**src/rtl/uart_pkg.sv**
```systemverilog
// uart_pkg: shared types and constants for the UART receiver and baud tick.
// Holds the receiver FSM encoding, default line settings and the divider helpers.
package uart_pkg;

    typedef enum logic [2:0] {
        IDLE,
        START,
        DATA,
        PARITY,
        STOP
    } rx_state_t;

    localparam int unsigned DEF_CLK_FREQ   = 100_000_000;
    localparam int unsigned DEF_BAUD       = 115_200;
    localparam int unsigned DEF_OVERSAMPLE = 16;

    // Clock cycles per oversample tick, rounded down.
    function automatic int unsigned baud_div(input int unsigned clk_freq,
                                             input int unsigned baud,
                                             input int unsigned oversample);
        return clk_freq / (baud * oversample);
    endfunction

    // Bits needed to count 0..n-1, never less than one.
    function automatic int unsigned cnt_width(input int unsigned n);
        return (n <= 1) ? 1 : $clog2(n);
    endfunction

endpackage

```
**src/rtl/uart_baud_tick.sv**
```systemverilog
// uart_baud_tick: free-running divider producing one-cycle ticks at BAUD*OVERSAMPLE.
// Never resynchronised to line activity, so receiver and transmitter can share it.
module uart_baud_tick
    import uart_pkg::*;
#(
    parameter int unsigned CLK_FREQ   = DEF_CLK_FREQ,
    parameter int unsigned BAUD       = DEF_BAUD,
    parameter int unsigned OVERSAMPLE = DEF_OVERSAMPLE
) (
    input  logic clk,
    input  logic rst,
    output logic tick
);

    localparam int unsigned DIV = baud_div(CLK_FREQ, BAUD, OVERSAMPLE);
    localparam int unsigned CW  = cnt_width(DIV);
    localparam logic [CW-1:0] LAST = CW'(DIV - 1);

    logic [CW-1:0] r_cnt;

    // Count 0..DIV-1 and wrap.
    always_ff @(posedge clk or negedge rst) begin
        if (!rst) begin
            r_cnt <= '0;
        end else if (r_cnt == LAST) begin
            r_cnt <= '0;
        end else begin
            r_cnt <= r_cnt + 1'b1;
        end
    end

    assign tick = (r_cnt == LAST);

endmodule

```
**src/rtl/uart_rx_oversampled.sv**
```systemverilog
// uart_rx_oversampled: oversampled UART receiver, 8N1 LSB-first by default.
// Mid-bit sampling, start-bit glitch rejection and stop-bit framing check.
// Define UART_PARITY_EN to expect an even-parity bit between data and stop.
module uart_rx_oversampled
    import uart_pkg::*;
#(
    parameter int unsigned CLK_FREQ   = DEF_CLK_FREQ,
    parameter int unsigned BAUD       = DEF_BAUD,
    parameter int unsigned OVERSAMPLE = DEF_OVERSAMPLE,
    parameter int unsigned DATA_WIDTH = 8
) (
    input  logic                  clk,
    input  logic                  rst,
    input  logic                  rx,
    output logic [DATA_WIDTH-1:0] dout,
    output logic                  rx_done,
    output logic                  frame_err,
    output logic                  parity_err,
    output logic                  busy
);

    localparam int unsigned SW = cnt_width(OVERSAMPLE);
    localparam int unsigned BW = cnt_width(DATA_WIDTH);
    localparam logic [SW-1:0] S_MID  = SW'(OVERSAMPLE / 2 - 1);
    localparam logic [SW-1:0] S_LAST = SW'(OVERSAMPLE - 1);
    localparam logic [BW-1:0] B_LAST = BW'(DATA_WIDTH - 1);

    logic                  r_rx_meta, r_rx_s;
    rx_state_t             r_state, w_state_nxt;
    logic [SW-1:0]         r_s_cnt, w_s_cnt_nxt;
    logic [BW-1:0]         r_b_cnt, w_b_cnt_nxt;
    logic [DATA_WIDTH-1:0] r_shift, w_shift_nxt;
    logic [DATA_WIDTH-1:0] r_dout, w_dout_nxt;
    logic                  r_rx_done, w_rx_done_nxt;
    logic                  r_frame_err, w_frame_err_nxt;
    logic                  w_tick;
`ifdef UART_PARITY_EN
    logic                  r_par_bit, w_par_bit_nxt;
    logic                  r_parity_err, w_parity_err_nxt;
`endif

    uart_baud_tick #(
        .CLK_FREQ   (CLK_FREQ),
        .BAUD       (BAUD),
        .OVERSAMPLE (OVERSAMPLE)
    ) u_baud_tick (
        .clk  (clk),
        .rst  (rst),
        .tick (w_tick)
    );

    // Two-flop synchronizer; resets to the idle level so reset never looks like a start bit.
    always_ff @(posedge clk or negedge rst) begin
        if (!rst) begin
            r_rx_meta <= 1'b1;
            r_rx_s    <= 1'b1;
        end else begin
            // NOTE: non-blocking so each stage takes the pre-edge value; blocking would merge the two stages.
            r_rx_meta <= rx;
            r_rx_s    <= r_rx_meta;
        end
    end

    // FSM state, counters, shift register and registered output pulses.
    always_ff @(posedge clk or negedge rst) begin
        if (!rst) begin
            r_state     <= IDLE;
            r_s_cnt     <= '0;
            r_b_cnt     <= '0;
            r_shift     <= '0;
            r_dout      <= '0;
            r_rx_done   <= 1'b0;
            r_frame_err <= 1'b0;
`ifdef UART_PARITY_EN
            r_par_bit    <= 1'b0;
            r_parity_err <= 1'b0;
`endif
        end else begin
            r_state     <= w_state_nxt;
            r_s_cnt     <= w_s_cnt_nxt;
            r_b_cnt     <= w_b_cnt_nxt;
            r_shift     <= w_shift_nxt;
            r_dout      <= w_dout_nxt;
            r_rx_done   <= w_rx_done_nxt;
            r_frame_err <= w_frame_err_nxt;
`ifdef UART_PARITY_EN
            r_par_bit    <= w_par_bit_nxt;
            r_parity_err <= w_parity_err_nxt;
`endif
        end
    end

    // Next-state logic: sample at mid start bit, then once per bit period.
    always_comb begin
        // NOTE: every output gets a default first, so no path can leave one unassigned and infer a latch.
        w_state_nxt     = r_state;
        w_s_cnt_nxt     = r_s_cnt;
        w_b_cnt_nxt     = r_b_cnt;
        w_shift_nxt     = r_shift;
        w_dout_nxt      = r_dout;
        w_rx_done_nxt   = 1'b0;
        w_frame_err_nxt = 1'b0;
`ifdef UART_PARITY_EN
        w_par_bit_nxt    = r_par_bit;
        w_parity_err_nxt = 1'b0;
`endif

        case (r_state)
            IDLE: begin
                if (!r_rx_s) begin
                    w_state_nxt = START;
                    w_s_cnt_nxt = '0;
                end
            end

            START: begin
                if (w_tick) begin
                    if (r_s_cnt == S_MID) begin
                        w_s_cnt_nxt = '0;
                        w_b_cnt_nxt = '0;
                        // Line back high at mid start bit means a glitch, not a frame.
                        w_state_nxt = r_rx_s ? IDLE : DATA;
                    end else begin
                        w_s_cnt_nxt = r_s_cnt + 1'b1;
                    end
                end
            end

            DATA: begin
                if (w_tick) begin
                    if (r_s_cnt == S_LAST) begin
                        w_s_cnt_nxt = '0;
                        w_shift_nxt = {r_rx_s, r_shift[DATA_WIDTH-1:1]};
                        if (r_b_cnt == B_LAST) begin
                            w_b_cnt_nxt = '0;
`ifdef UART_PARITY_EN
                            w_state_nxt = PARITY;
`else
                            w_state_nxt = STOP;
`endif
                        end else begin
                            w_b_cnt_nxt = r_b_cnt + 1'b1;
                        end
                    end else begin
                        w_s_cnt_nxt = r_s_cnt + 1'b1;
                    end
                end
            end

`ifdef UART_PARITY_EN
            PARITY: begin
                if (w_tick) begin
                    if (r_s_cnt == S_LAST) begin
                        w_s_cnt_nxt   = '0;
                        w_par_bit_nxt = r_rx_s;
                        w_state_nxt   = STOP;
                    end else begin
                        w_s_cnt_nxt = r_s_cnt + 1'b1;
                    end
                end
            end
`endif

            STOP: begin
                if (w_tick) begin
                    if (r_s_cnt == S_LAST) begin
                        // Leaving at mid stop bit keeps half a bit to catch a back-to-back start.
                        w_s_cnt_nxt = '0;
                        w_state_nxt = IDLE;
                        if (!r_rx_s) begin
                            w_frame_err_nxt = 1'b1;
`ifdef UART_PARITY_EN
                        end else if (r_par_bit != ^r_shift) begin
                            w_parity_err_nxt = 1'b1;
`endif
                        end else begin
                            w_dout_nxt    = r_shift;
                            w_rx_done_nxt = 1'b1;
                        end
                    end else begin
                        w_s_cnt_nxt = r_s_cnt + 1'b1;
                    end
                end
            end

            default: begin
                w_state_nxt = IDLE;
                w_s_cnt_nxt = '0;
            end
        endcase
    end

    assign dout      = r_dout;
    assign rx_done   = r_rx_done;
    assign frame_err = r_frame_err;
    assign busy      = (r_state != IDLE);
`ifdef UART_PARITY_EN
    assign parity_err = r_parity_err;
`else
    assign parity_err = 1'b0;
`endif

endmodule

```
**config.mk**
```make
export PLATFORM = sky130hd
export DESIGN_NAME = uart_rx_oversampled
export DESIGN_NICKNAME = d
export VERILOG_FILES = /design/src/rtl/uart_pkg.sv /design/src/rtl/uart_baud_tick.sv /design/src/rtl/uart_rx_oversampled.sv
export SDC_FILE = /design/constraint.sdc
export NUM_CORES = 1
export LEC_CHECK = 0
export CORE_MARGIN = 3
export CORE_UTILIZATION = 59
export CTS_BUF_LIST = sky130_fd_sc_hd__clkbuf_4
export DETAILED_ROUTE_END_ITERATION = 10
export PLACE_DENSITY = 0.87
export SLEW_MARGIN = 20
export SYNTH_ARGS = -nofsm -noshare
export SYNTH_HDL_FRONTEND = slang
export SYNTH_SLANG_ARGS = --single-unit
```
**constraint.sdc**
```tcl
create_clock -name clk -period 2.7 [get_ports clk]
set_input_delay 0.405 -clock clk [delete_from_list [all_inputs] [get_ports clk]]
set_output_delay 0.405 -clock clk [all_outputs]
set_load 0.03 [all_outputs]
```
==> flow_summary.ini <==
; synthesis and place-and-route metrics
[setup_path]
crit_path_start = r_state[2]$_DFFE_PN0P_
r2r_start = u_baud_tick.r_cnt[1]$_DFF_PN0_
path_delay_family = buffers and inverters
crit_type = reg -> out
cp_data_required_time_ns = 2.30
worstReg2RegEnd = dout[6]$_DFFE_PN0P_
critPathBufInv = 2
path_depth = 3
worstPathCellList = nor3_1, inv_1, clkdlybuf4s50_1
worstRegToRegCells = 6
cp-start-kind = flop
rrSetupSlack_ns = 0.39
critPathMaxStageDelay_ns = 0.60
cp-endpoint = busy
worst_path_max_delay_cell = clkdlybuf4s50_1

[detailed_routing]
drc = 0
vias_per_cell = 5.91
highest_layer = met4
vias = 1099
drtPass1Iterations = 4
drt_iter0_drc = 65
drt_wl_total_um = 2980
wl_met2_um = 1470
wl_per_cell_um = 16.0
wl_met3_um = 108
ant_nets = 0
wl_met1_um = 1330

[synth]
top_area_cell = dfrtp_1
synth-edff-count = 0
synthAoiAreaFrac_pct = 7.27
netlist_logic_family_top = multiplexers
syn_avg_cell_area_um2 = 12.3
common_cells = dfrtp_1 (34), mux2_2 (12), nor2_1 (11)
synth_top_cell_by_count = dfrtp_1
adder_share_pct = 3.67
yosys_register_bits = 36
ys_dominant_reg_cell = dfrtp_1
synthXorXnorAreaFrac_pct = 2.06
netlist_area_mm2 = 0.00170
ys_sh_mux_pct = 17.3
syn_inst = 138
yosys.area.top_type_share_pct = 49.9
yosys_cells = 138
yosysWarnings = 0
syn-num-nets = 146
topCellsByArea = dfrtp_1 (50%), mux2_2 (7.9%), mux2_4 (7.0%)
simple_gate_share_pct = 13.1
yosys_area_mm2 = 0.00170

[power_and_ir_drop]
ir_drop_v = 0.000457
pwr-share-seq_pct = 64.9
p_clk_share_pct = 33.2
p_sw_w = 0.000192
pwr-share-comb_pct = 1.9
power.total_w = 0.000838
power.leakage_nw = 0.913
p_int_w = 0.000645

[final_layout]
final_cells = 186
layout-drive-gt1-share_pct = 24.4
final_common_cell = dfrtp_1
final_area_mm2 = 0.00191
final_net_count = 163
area_growth_pct = 12.0
fillers = 186
fin_util_pct = 73.1
layout_top_cells = dfrtp_1 (34), clkdlybuf4s50_1 (13), mux2_2 (12)

[final_timing]
fin_crit_sh_pct = 87.8
max_freq_ghz = 0.422
finalSetupViolations = 0
worstMarginPinSlew_ns = 0.675
finalMaxSlewViolations = 0
max_slew_margin_pct = 54.8
hold_ws_ns = 0.376
finalHoldViolations = 0
fin_crit_ns = 2.37
skew_ns = 0.00854
fin_tns_setup_ns = 0
setup_ws_ns = 0.331

[cts]
clock_path_buffers = 2
clk_latency_ns = 0.34
cts_buffers = 5
htreeDepth = 2
cts_tree = done
cts_sinks = 36
clk_pin_slew_worst_paths_ns = 0.11
cts_resized = 0
cts_hold_buffers = 0

[grt]
grt_usage_pct = 19.6
grt_max_degree = 37
grt_pass1_wl_um = 5080
grt_pass1_vias = 1092
use_met2_pct = 31.5
grt_util_met1_pct = 24.7
antenna_found_initial = 0
use_met3_pct = 5.40
overflow = 0

[floorplan]
core_area_mm2 = 0.00261
die-area_mm2 = 0.00357
rows = 18
die_w_um = 59.7
fp-utilization_pct = 65.2
die_y_um = 59.7

[place]
port_buffers = 13
dp.cells = 178
place.gp.congestion = 0.836
hpwlAfterDp_um = 2140
pre_cts_ws_ns = 0.409
placed_area_mm2 = 0.00185

[run_status]
status = completed

[hold_path]
hold_start = r_rx_meta$_DFF_PN1_
hp-class = reg -> reg
holdPathStages = 0
hold_end = r_rx_s$_DFF_PN1_

[job]
log.warning_count = 27
drv_cap = 0
[area by class of cell]
type	instances	area (um2)	area share (%)
inverter	8	30.0	1.57
clock buffer	5	37.5	1.97
sequential	36	903	47.3
multi-input combinational	90	744	39.0
timing repair buffer	14	138	7.21
tap	30	37.5	1.97
clock inverter	3	18.8	0.983
[power groups by stage]
stage | Sequential, W | Clock [W] | Combinational, W
detailed placement | 0.000554 | 0 | 0.0000168
CTS | 0.000544 | 0.000288 | 0.0000169
floorplan | 0.000553 | 0 | 0.00000349
global route | 0.000544 | 0.000306 | 0.0000182
global placement | 0.000554 | 0 | 0.0000163
finish | 0.000544 | 0.000278 | 0.0000160
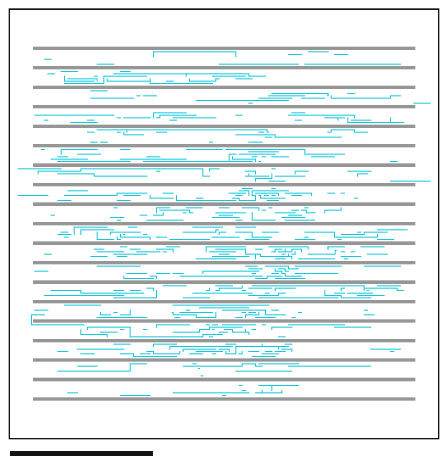
(images/m1.png)
Scale bar: 20 um. Supply wires on this layer in gray.
longest straight run: 23.7 um
share of all routed wire: 45%

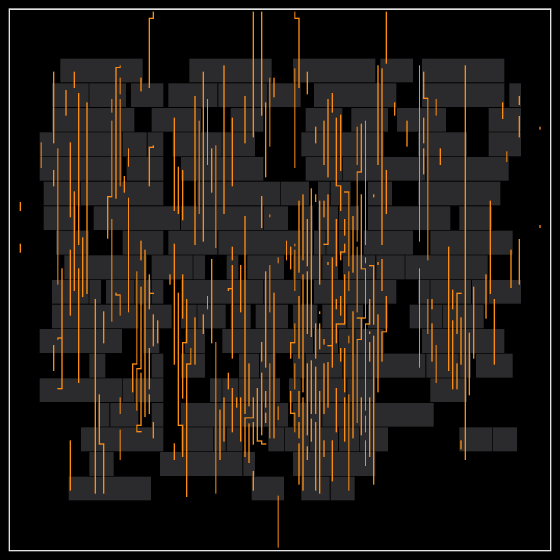
(images/m2.png)
main direction: vertical
share of all routed wire: 50%
nets with wire on the layer: 142
longest straight run: 43.5 um
wire length on this layer: 1470 um

No activity file was given, so power comes from the tool's default toggle rates.
